==> config.mk <==
export PLATFORM = sky130hd
export DESIGN_NAME = hazard_controller
export DESIGN_NICKNAME = d
export VERILOG_FILES = /design/src/rtl/pipeline_pkg.sv /design/src/rtl/load_use_detect.sv /design/src/rtl/hazard_controller.sv
export SDC_FILE = /design/constraint.sdc
export NUM_CORES = 1
export LEC_CHECK = 0
export ABC_AREA = 1
export ABC_CLOCK_PERIOD_IN_PS = 1250
export CAP_MARGIN = 20
export CORE_AREA = 2 2 50 52
export DETAILED_ROUTE_END_ITERATION = 7
export DIE_AREA = 0 0 52 54
export GPL_TIMING_DRIVEN = 0
export PLACE_DENSITY = 0.71
export REMOVE_ABC_BUFFERS = 1
export SLEW_MARGIN = 40
export SYNTH_ARGS = -nofsm -noshare
export SYNTH_HDL_FRONTEND = slang
export SYNTH_SLANG_ARGS = --single-unit
==> constraint.sdc <==
create_clock -name clk -period 1.25 [get_ports clk]
set_input_delay 0.25 -clock clk [delete_from_list [all_inputs] [get_ports clk]]
set_output_delay 0.25 -clock clk [all_outputs]
set_load 0.01 [all_outputs]
port_nets.png
The bar under the picture is 20 µm long.
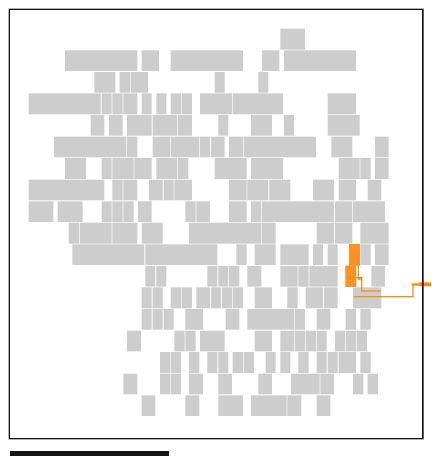
color	port	bits	direction	edge	end cells	buffers	wire
orange	ex_branch_taken	1	input	right	2	1	18.9 µm
Ports: 31
buffers added on ports: 30

final_congestion.png
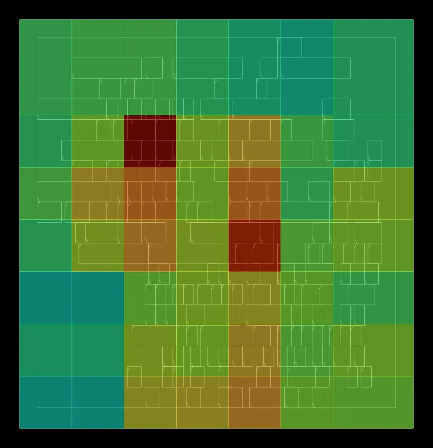
met2 usage: 27.4%
DR WL/cell: 9.61 µm
grt met1 use: 20.0%
utilization after layout: 52.3%

metal_stack.png
Only two layers are drawn.
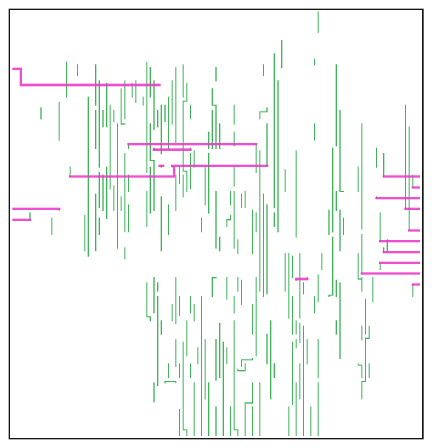
color	layer	wire length
magenta	met3	113 µm
green	met2	946 µm
Post-Route WL: 1940 µm
via count: 905
Global Route Usage Sum: 16.1%

==> flow_metrics.tcl <==
# metrics dict for downstream scripts
set metrics [dict create \
    failed_checks "negative setup slack" \
    drive_above_1_share_pct 37.2 \
    ys_seq_share_pct 30.1 \
    yosysTopAreaCellShare_pct 30.1 \
    cpPeakStageDelay_ns 0.40 \
    slew_violations 0 \
    setup_viol 13 \
    crit_path_start_kind "register" \
    hold_violations 0 \
    design.core.area_um2 2320 \
    path_clk_slew_ns 0.07 \
    ys_sh_adder_pct 1.51 \
    chip_area_um2 2810 \
    crit_required_ns 1.00 \
    fmax_mhz 648 \
    seq_share_pct 20.7 \
    finalPower_mw 0.864 \
    final_common_cell "nand2_1" \
    status "complete, but fails checks" \
    cts-root-buf "clkbuf_4" \
    routabilityCongestion 0.876 \
    drt-initial-drc-count 15 \
    yosys_warnings 0 \
    fin_crit_ns 1.54 \
    via_per_inst 4.48 \
    fin_ws_ns -0.293 \
]
logic make-up after synthesis:
group / after synthesis
flip-flops: 10
AND/OR/NAND/NOR: 77
adder cells (fa/ha/maj): 1
buffers and inverters: 31
AND-OR/OR-AND: 11
XOR/XNOR: 3
layer usage:
layer	vias up	wire, µm	track usage (%)
met5	-	0	0
met4	0	10	4.39
met3	2	112	4.44
met2	22	946	27.4
met1	406	873	20.0
li1	475	-	-
cells in the mapped netlist, drive strengths merged:
cell	count
dfrtp	10
ha	1
nor2	15
o21ai	9
xor2	1
xnor2	2
nand2	49
nand3	8
buf	2
a21oi	2
inv	29
and2	1
nand4	3
or2	1
report_power, final:
group	leakage (nW)	internal [mW]	switching, mW	total, mW
sequential	0.135	0.336	0.0150	0.351
combinational	0.538	0.138	0.149	0.287
clock	0.0138	0.111	0.115	0.226
No activity file was given, so power comes from the tool's default toggle rates.
